<file path="src/rtl/vga_pixel_receiver.sv">
// Pixel-write receiver: clips drawer writes, buffers them in a FIFO and drains
// them to the frame-buffer port as linear addresses; also sweeps a full-screen clear.
module vga_pixel_receiver #(
  parameter int WIDTH      = 160,
  parameter int HEIGHT     = 120,
  parameter int FIFO_DEPTH = 8
) (
  input  logic        clock,
  input  logic        reset,
  input  logic [7:0]  pix_x,
  input  logic [6:0]  pix_y,
  input  logic [17:0] pix_colour,
  input  logic        pix_write,
  output logic        pix_ready,
  input  logic        clear_start,
  input  logic [17:0] clear_colour,
  output logic        clear_done,
  output logic        busy,
  output logic [7:0]  drop_count,
  output logic [14:0] mem_addr,
  output logic [17:0] mem_data,
  output logic        mem_we,
  input  logic        mem_stall,
  output logic [1:0]  dbg_state
);

  // Handshakes: a pixel transfers on pix_write && pix_ready (no retry, a refused
  // strobe is dropped); a frame-buffer write transfers on mem_we && !mem_stall,
  // and mem_addr/mem_data stay stable while mem_we && mem_stall.

  typedef enum logic [1:0] {
    S_IDLE  = 2'd0,
    S_CLEAR = 2'd1,
    S_DONE  = 2'd2
  } state_t;

  localparam int PW = $clog2(FIFO_DEPTH);
  localparam logic [8:0]  X_LIM = 9'(WIDTH);
  localparam logic [7:0]  Y_LIM = 8'(HEIGHT);
  localparam logic [14:0] W15   = 15'(WIDTH);
  localparam logic [14:0] TOTAL = 15'(WIDTH * HEIGHT);
  localparam logic [14:0] LAST  = 15'(WIDTH * HEIGHT - 1);

  state_t state, state_next;

  logic [32:0]   fifo_mem [FIFO_DEPTH];
  logic [PW-1:0] wr_ptr, rd_ptr;
  logic [PW:0]   count;
  logic          fifo_full, fifo_empty;

  logic          clear_pending;
  logic [17:0]   clear_col;
  logic [14:0]   sweep_cnt;

  logic          on_screen, accept, drop;
  logic          out_take, out_free, drain, sweep_load;
  logic [32:0]   head;
  logic [14:0]   head_addr;

  // Depth is a power of two, so the top count bit alone marks "full".
  assign fifo_full  = count[PW];
  assign fifo_empty = (count == '0);

  assign on_screen = ({1'b0, pix_x} < X_LIM) && ({1'b0, pix_y} < Y_LIM);
  assign pix_ready = !fifo_full && (state == S_IDLE) && !clear_pending;
  assign accept    = pix_write && pix_ready && on_screen;
  assign drop      = pix_write && !accept;

  assign out_take   = mem_we && !mem_stall;
  assign out_free   = !mem_we || out_take;
  assign drain      = (state == S_IDLE) && !fifo_empty && out_free;
  assign sweep_load = (state == S_CLEAR) && out_free && (sweep_cnt != TOTAL);

  assign head      = fifo_mem[rd_ptr];
  assign head_addr = {8'd0, head[24:18]} * W15 + {7'd0, head[32:25]};

  assign clear_done = (state == S_DONE);
  assign busy       = !fifo_empty || mem_we || (state != S_IDLE) || clear_pending;
  assign dbg_state  = state;

  always_ff @(posedge clock) begin
    if (reset) state <= S_IDLE;
    else       state <= state_next;
  end

  always_comb begin
    state_next = state;
    case (state)
      S_IDLE:  if (clear_pending && fifo_empty && !mem_we) state_next = S_CLEAR;
      S_CLEAR: if (out_take && (mem_addr == LAST)) state_next = S_DONE;
      S_DONE:  state_next = S_IDLE;
      default: state_next = S_IDLE;
    endcase
  end

  always_ff @(posedge clock) begin
    if (accept) fifo_mem[wr_ptr] <= {pix_x, pix_y, pix_colour};
  end

  always_ff @(posedge clock) begin
    if (reset) begin
      wr_ptr <= '0;
      rd_ptr <= '0;
      count  <= '0;
    end else begin
      if (accept) wr_ptr <= wr_ptr + PW'(1);
      if (drain)  rd_ptr <= rd_ptr + PW'(1);
      case ({accept, drain})
        2'b10:   count <= count + 1'b1;
        2'b01:   count <= count - 1'b1;
        default: count <= count;
      endcase
    end
  end

  // Single output register: loads from the FIFO head while idle, from the sweep while clearing.
  always_ff @(posedge clock) begin
    if (reset) begin
      mem_we   <= 1'b0;
      mem_addr <= '0;
      mem_data <= '0;
    end else if (drain) begin
      mem_we   <= 1'b1;
      mem_addr <= head_addr;
      mem_data <= head[17:0];
    end else if (sweep_load) begin
      mem_we   <= 1'b1;
      mem_addr <= sweep_cnt;
      mem_data <= clear_col;
    end else if (out_take) begin
      mem_we   <= 1'b0;
    end
  end

  always_ff @(posedge clock) begin
    if (reset || (state != S_CLEAR)) sweep_cnt <= '0;
    else if (sweep_load)             sweep_cnt <= sweep_cnt + 15'd1;
  end

  // Only the first request is captured; later ones are ignored until the fill completes.
  always_ff @(posedge clock) begin
    if (reset) begin
      clear_pending <= 1'b0;
      clear_col     <= '0;
    end else if (state == S_DONE) begin
      clear_pending <= 1'b0;
    end else if (clear_start && (state == S_IDLE) && !clear_pending) begin
      clear_pending <= 1'b1;
      clear_col     <= clear_colour;
    end
  end

  always_ff @(posedge clock) begin
    if (reset)                            drop_count <= '0;
    else if (drop && (drop_count != 8'hFF)) drop_count <= drop_count + 8'd1;
  end

endmodule

</file>
<file path="config.mk">
export PLATFORM = sky130hd
export DESIGN_NAME = vga_pixel_receiver
export DESIGN_NICKNAME = d
export VERILOG_FILES = /design/src/rtl/vga_pixel_receiver.sv
export SDC_FILE = /design/constraint.sdc
export NUM_CORES = 1
export LEC_CHECK = 0
export CORE_UTILIZATION = 50
export DETAILED_ROUTE_END_ITERATION = 16
export PLACE_DENSITY = 0.7
export SETUP_SLACK_MARGIN = 0.05
export SLEW_MARGIN = 20
export SYNTH_ARGS = -nofsm -noshare
export SYNTH_HDL_FRONTEND = slang
export SYNTH_SLANG_ARGS = --single-unit
export TNS_END_PERCENT = 50
</file>
<file path="constraint.sdc">
create_clock -name clock -period 7.1 [get_ports clock]
set_input_delay 1.775 -clock clock [delete_from_list [all_inputs] [get_ports clock]]
set_output_delay 1.775 -clock clock [all_outputs]
set_load 0.01 [all_outputs]
</file>
==> run summary, run 1 <==
impl run done, here's what came out: core area roughly 0.028 mm², fmax 232 MHz, AND-OR/OR-AND Cells, Area Fraction 0.0406, combinational fraction of the cell area 0.249, WS Path Type register to register, Vias 7942, worst slew pin tran slightly above 1 ns, iteration tally of the first detailed-router pass 5, Gate power share 0.281, unrepaired setup endpoints after global routing no, seq_cells 355, WHS 0.455 ns, delay-heaviest family, CP simple AND/OR/NAND/NOR gates, CP Capture Type register, GRT Total Usage 0.207, Final HPWL DP 17.6 mm, CTS Hold Bufs 0, top cell category flip-flops and latches, Tightest Hold Check Type register to register, r2r setup slk 2.79 ns, Final setup viols 0, sequential power share 0.415, # resized after CTS 0, most frequent cells in the layout edfxtp_1, clkdlybuf4s50_1, dfxtp_1, required time of the critical path 7.49 ns, number of port buffers roughly 100, Layout Nets 1094, Max-slew headroom 0.305, hold path start clear_col[15], DRC violations left 0, fin util 0.606, logic area 0.00419 mm², chip footprint around 0.029 mm², leak pwr 5.48 nW, first-pass GRT wire length 45.0 mm, Worst Reg-to-Reg Cells 12, Arr. time, crit path 4.70 ns, post-route setup TNS 0 ns, Non-Filler Instances between 1k and 1.5k, number of fill cells 2101, Cells after DPL 1350, grt ovf 0, met2 usage 0.328, WHS Endpoint clear_col[15], yosys xor share 0.0186, met1 wire length 13.0 mm, top cells by count edfxtp_1, dfxtp_1, nand2_1, nor2_1, mux4_2, Tool Warnings 27, max-slew violation count 0, Largest Pwr Group sequential cells, CTS tree built, Mapped Cells 898, biggest regs fifo_mem (264), clear_col (18), mem_data (18), Crit path largest cell delay 0.97 ns, met3 usage 0.0398, crit path to mem_addr[13], Startpoint Class register, CP max FO 35, final hold vios 0, Final Cycle Share 0.607, Top area cell types edfxtp_1, dfxtp_1, mux4_2, GPL Wtd Cong 0.830, mean post-synth cell area 15.8 µm², drt total wl 28.8 mm, Clk pwr share 0.304, initial antenna violation count 0, Die X 170 µm, number of cells in Yosys stat 898, placed cell areas 0.0156 mm², CTS Buffer Depth 3, post-synthesis cell area 0.0142 mm², WP buf/inv 2, flop share of the area 0.580, Synth Warn # 0, most common cell in the netlist edfxtp_1, Clk pin slew, worst setup/hold paths 0.06 ns, Largest register FFs 264, Area leader share 0.560, clock buffers 51, dominant register cell edfxtp_1, Mapped Nets 978, maximum VDD drop 0.000170 V, std cell rows 61, CTS H-tree lvls 2, Post-synth ARST share 0, #MultiIn Comb just under 500, number of enable flip-flop cells 264, setup ws final about 2.8 ns, vias in the first global route 7984, Top cell excl fill/tap edfxtp_1, Adder Share, Synth 0.0228, DR vias/cell 5.59, worst slack at placement 2.10 ns, main kind of combinational logic by area multiplexers, total power 0.00604 W, outcome completed, yosys simple share 0.0789, clock buffer count from CTS 37, clk cell area share 0.0688, Synth Seq Share 0.689, area leader, netlist edfxtp_1, Tapcells 378, switching share of power 0.294, ys flops approximately 360, Antenna Cells 0, Reg with most FFs fifo_mem, WL met2 around 14 mm, drt first-iter violations 686, CTS root buf clkbuf_16, clock sink total 355
Fig. 1: run 1, signal wires on met3
Drawn at 1.5 px/µm.
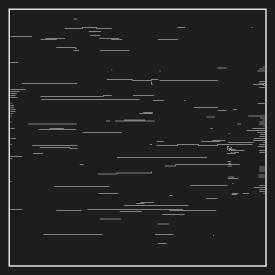
wire length on this layer: 1550 µm
share of all routed wire: 5.4%
nets with wire on the layer: 115
longest straight run: 65.3 µm

Fig. 2: run 1, drive-strength map
Drawn at 3 px/µm.
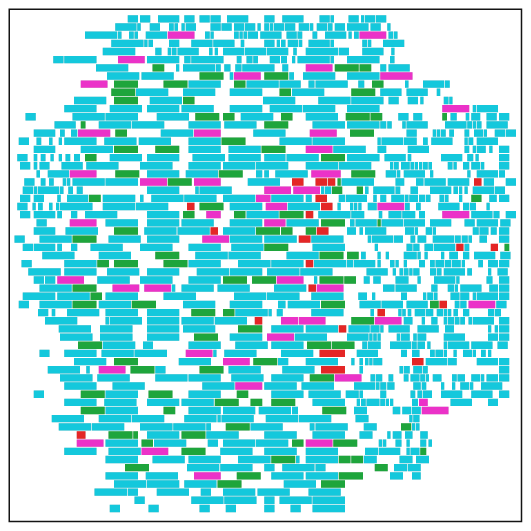
legend:
  _6 and larger:
    color: magenta
    cells: 47
  _3 and _4 cells:
    color: red
    cells: 23
  _2 cells:
    color: green
    cells: 109
  _0 and _1 cells:
    color: cyan
    cells: 863
final instance area: 0.0168 mm²
Layout area overhead: 19.0%
Buffers excl. clock: 118

Fig. 3: run 1, congestion heat map
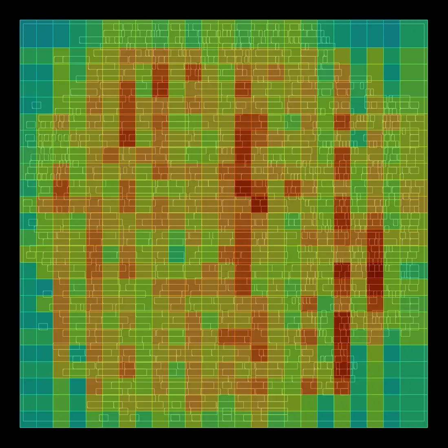
met1 Track Usage GR: 0.291
Wirelength per Cell: 20.3 µm

## Run 2: what changed since run 1
Clock period 7.1 ns to 4.1 ns, I/O delays scaled along.
==> run 2 against run 1 <==
Against the previous run: final area rose by 1.1%; first-iteration DRC count down 12%; total power is 75% higher; hold slack got worse by 0.00063 ns; setup slack worse by 2.4 ns; utilization is 0.66 points higher; global-route usage grew 0.98 points; sequential share of layout area down 0.62 points; critical path depth decreased by 1; combinational power is 81% higher.
==> run summary, run 2 <==
impl run done, here's what came out: outcome completed, CTS tree built, Tightest Hold Check Type register to register, Tapcells 378 (unchanged), Top area cell types edfxtp_1, dfxtp_1, mux4_2, top cell category flip-flops and latches, met1 wire length 13.3 mm (+2.4%), first-pass GRT wire length 46.9 mm (+4.2%), Layout area overhead 20.2%, post-synthesis cell area 0.0142 mm² (unchanged), dominant register cell edfxtp_1, most common cell in the netlist edfxtp_1, sequential power share 0.405 (-0.010), Non-Filler Instances 1439 (+1.3%), grt ovf 0 (unchanged), Reg with most FFs fifo_mem, std cell rows 61 (unchanged), number of fill cells 2104 (+0.14%), combinational fraction of the cell area 0.247 (-0.00231), Synth Warn # 0 (unchanged), leak pwr 5.58 nW (+1.8%), top cells by count edfxtp_1, dfxtp_1, nand2_1, nor2_1, mux4_2, WS Path Type register to register, Buffers excl. clock 136 (+15%), Die X 170 µm (unchanged), DR vias/cell 5.65 (+1.1%), Startpoint Class register, worst slack at placement 0.0902 ns (-2.01 ns), WHS 0.454 ns (-0.000630 ns), CP max FO 13 (-63%), Clk pin slew, worst setup/hold paths 0.06 ns (about the same), GPL Wtd Cong 0.838 (+0.99%), placed cell areas 0.0158 mm² (+1.5%), AND-OR/OR-AND Cells, Area Fraction 0.0406 (unchanged), max-slew violation count 0 (unchanged), Final setup viols 0 (unchanged), CTS Buffer Depth 3 (unchanged), Arr. time, crit path 4.15 ns (-0.55 ns), WL met2 14.3 mm (+5.1%), Largest Pwr Group sequential cells, unrepaired setup endpoints after global routing no, drt total wl 29.9 mm (+3.8%), met3 usage 0.0407 (+0.000930), # resized after CTS 0 (unchanged), Tool Warnings 28 (+3.7%), logic area 0.00420 mm² (+0.15%), Max-slew headroom 0.432 (+0.127), Post-synth ARST share 0 (unchanged), Cells after DPL 1371 (+1.6%), Final HPWL DP 18.1 mm (+2.5%), Synth Seq Share 0.689 (unchanged), WHS Endpoint clear_col[6], Vias 8136 (+2.4%), most frequent cells in the layout edfxtp_1, clkdlybuf4s50_1, dfxtp_1, Gate power share 0.290 (+0.009), Mapped Cells 898 (unchanged), flop share of the area 0.573 (-0.00622), vias in the first global route 8182 (+2.5%), switching share of power 0.294 (about the same), maximum VDD drop 0.000335 V (+97%), iteration tally of the first detailed-router pass 4 (-1), number of enable flip-flop cells 264 (unchanged), crit path to mem_addr[13], CTS Hold Bufs 0 (unchanged), worst slew pin tran 0.852 ns (-0.181 ns), biggest regs fifo_mem (264), clear_col (18), mem_data (18), post-route setup TNS 0 ns (unchanged), Wirelength per Cell 20.8 µm (+2.4%), GRT Total Usage 0.216 (+0.00975), area leader, netlist edfxtp_1, clock buffer count from CTS 37 (unchanged), final instance area 0.0170 mm² (+1.1%), chip footprint 0.0290 mm² (unchanged), CP Capture Type register, final hold vios 0 (unchanged), setup ws final 0.350 ns (-2.44 ns), Worst Reg-to-Reg Cells 11 (-1), Antenna Cells 1 (+1), met2 usage 0.352 (+0.0241), number of port buffers 102 (unchanged), main kind of combinational logic by area multiplexers, required time of the critical path 4.50 ns (-2.99 ns), CTS H-tree lvls 2 (unchanged), clock sink total 355 (unchanged), Clk pwr share 0.304 (about the same)
Fig. 4: run 2, signal wires on met3
Drawn at 1.5 px/µm.
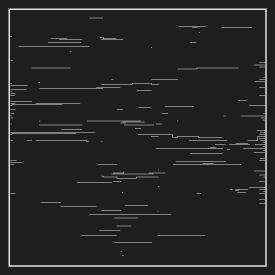
wire length on this layer: 1640 µm
main direction: horizontal
share of all routed wire: 5.5%

No activity file was given, so power comes from the tool's default toggle rates.
